Design pattern_gen_flat, sky130hd; sources not shown.
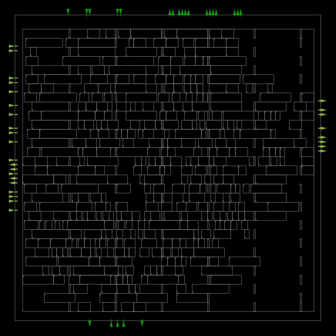
Figure 1: placement view.
filler cell count: 584
FF+latch count: 64
# Taps: 99
Final Non-Filler Cells: 526
post-layout util: 61.5%

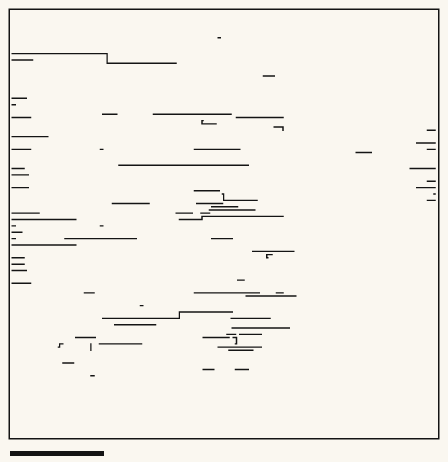
Figure 2: met3 routing.
Scale bar: 20 um.
wire length on this layer	459 um
nets with wire on the layer	66
longest straight run	27.6 um
share of all routed wire	5.3%
main direction	horizontal
vias after detailed routing: 3102
Total Wirelength: 8.71 mm
met3 Use GR: 4.48%

==> deck_impl_summary.md <==
Run Summary

Synth
  • Post-synth EDFFs: 19
  • # Cells Yosys: 386
  • Syn_area_per_cell: 9.86 um^2
  • Chip Area, Yosys: 3810 um^2
  • Cell type with the largest total area: dfrtp_1
  • Synth Seq Share: 44.6%
  • Synthesized cell area: 3810 um^2
  • Biggest area cells: dfrtp_1 (30%), edfxtp_1 (15%), nor2_1 (3.6%)
  • Dominant flop cell: dfrtp_1
  • Cell Type Count: 66
  • Async S/R FF share, synth: 70.3%
  • Top-area cell share: 29.6%

STA
  • Setup_tns: 0 ns
  • Cycle use final: 64.8%
  • Count of pins over their slew limit: 0
  • Final-report setup violation count: 0
  • Worst Hold Slack: 0.336 ns
  • Tightest Pin Transition: 1.02 ns
  • Relative slew margins: 32.0%
  • Setup WS post-layout: 2.00 ns
  • Final tally of hold violations: 0
  • Fmax: 0.271 GHz

Placement
  • Placed Cells: 510
  • I/O Buffers: 50
  • DP Wirelength: 6.20 mm

Power
  • Sw Share: 49.8%
  • Peak supply drop: 409 uV
  • Sw power: 1.25 mW
  • Combinational power share: 54.6%
  • Internal: 1.26 mW
  • Clock share of power: 17.1%
  • Static Leakage: 1.75 nW
  • Power per cell area: 558 nW/um^2

Detailed routing
  • DR vias/cell: 5.90
  • Initial DRT Pass Iterations: 5
  • Wirelength per Cell: 16.6 um
  • Post-detailed-route count of antenna-violating nets: 0

Worst setup path
  • R2R depth: 6
  • Kind of critical path: reg -> reg
  • CP Data Required Time: 5.51 ns
  • R2r setup slk: 2.00 ns
  • Startpoint types: register

Clocking
  • Root Driver: clkbuf_8
  • Later-pin clock latency in the skew report: 0.34 ns
  • Post-CTS Setup Inserts: 0
  • Max clock buf depth: 2
  • CTS H-tree lvls: 3
  • CTS tree: built
  • Clock Sinks: 64
  • Post-cts resize count: 0
  • # hold bufs at CTS: 0

Global routing
  • Vias in the first global route: 3084
  • Pin count of the biggest net entering global routing: 46
  • Gr ovfl total: 0
  • GRT Overall Usage: 22.5%

Job
  • Tool Warnings: 30
  • Max-capacitance violation count: 0

Cells and area
  • Top cells excl fill/tap: clkdlybuf4s50_1 (49), dfrtp_1 (45), nor2_1 (37)
  • Area Growth Syn to Fin: 18.5%
  • Share of cells above drive strength 1: 12.2%

Run status
  • Outcome: finished, final reports clean

Hold path
  • Hold crit path type: reg -> reg

Floorplanning
  • Overall die width: 91.3 um
  • Die height: 91.3 um
  • Die ar.: 8330 um^2
-- worst max-delay path, stage by stage (launching register included) --
cell	delay (ns)
dfrtp_1	0.41
inv_1	0.09
ha_1	0.64
nand4_2	0.34
or4_1	0.77
inv_4	0.19
a22o_1	0.71
-- cells in the mapped netlist (9+ instances only) --
library cell and count:
dfrtp_1 45, nor2_1 37, o21ai_0 26, a21oi_1 22, nand2_1 20, edfxtp_1 19
clkbuf_1 15, inv_1 14, nand3_1 14, nor3_1 12, xor2_1 12, a211oi_1 9
ha_1 9, mux2i_1 9
-- final cells by class --
class / count / area, um^2
clock buffer: 9 / 124
clock inverter: 7 / 96.3
fill: 584 / 2820
inverter: 16 / 65.1
multi-input combinational: 278 / 1890
sequential: 64 / 1700
tap: 99 / 124
timing repair buffer: 53 / 518
-- layer usage --
metal | vias up | global-route usage [%] | routed length, um
met3 | 16 | 4.48 | 458
met1 | 1496 | 29.9 | 3880
met5 | - | 0 | 0
li1 | 1473 | - | -
met2 | 117 | 36.1 | 4190
met4 | 0 | 9.60 | 179
-- power by group through the flow --
stage / Sequential, mW / Combinational, mW / Clock [mW]
after floorplan: 1.20 / 0.554 / 0
after detailed placement: 0.717 / 1.37 / 0
final: 0.710 / 1.37 / 0.431
after global placement: 0.711 / 1.33 / 0
after global routing: 0.729 / 1.47 / 0.458
after CTS: 0.710 / 1.37 / 0.438
-- per-stage QoR --
step | total power, mW | utilization [%] | instance area (um^2)
after floorplan | 1.75 | - | 3810
after global placement | 2.05 | 58.5 | 4290
after detailed placement | 2.09 | 58.5 | 4290
after CTS | 2.52 | 61.5 | 4510
after global routing | 2.65 | 61.5 | 4510
final | 2.52 | 61.5 | 4510
-- cells by family (layout without fill, tap and decap cells) --
family | count (synthesis) | after routing | share of synthesized area (%)
AND/OR/NAND/NOR | 123 | 123 | 17.7
other | 1 | 2 | 0.0985
multiplexers | 17 | 17 | 4.73
XOR/XNOR | 20 | 20 | 4.60
flip-flops | 64 | 64 | 44.6
buffers and inverters | 45 | 85 | 6.11
adder cells (fa/ha/maj) | 9 | 9 | 2.96
AND-OR/OR-AND | 107 | 107 | 19.3
Power and IR drop assume default switching activity.
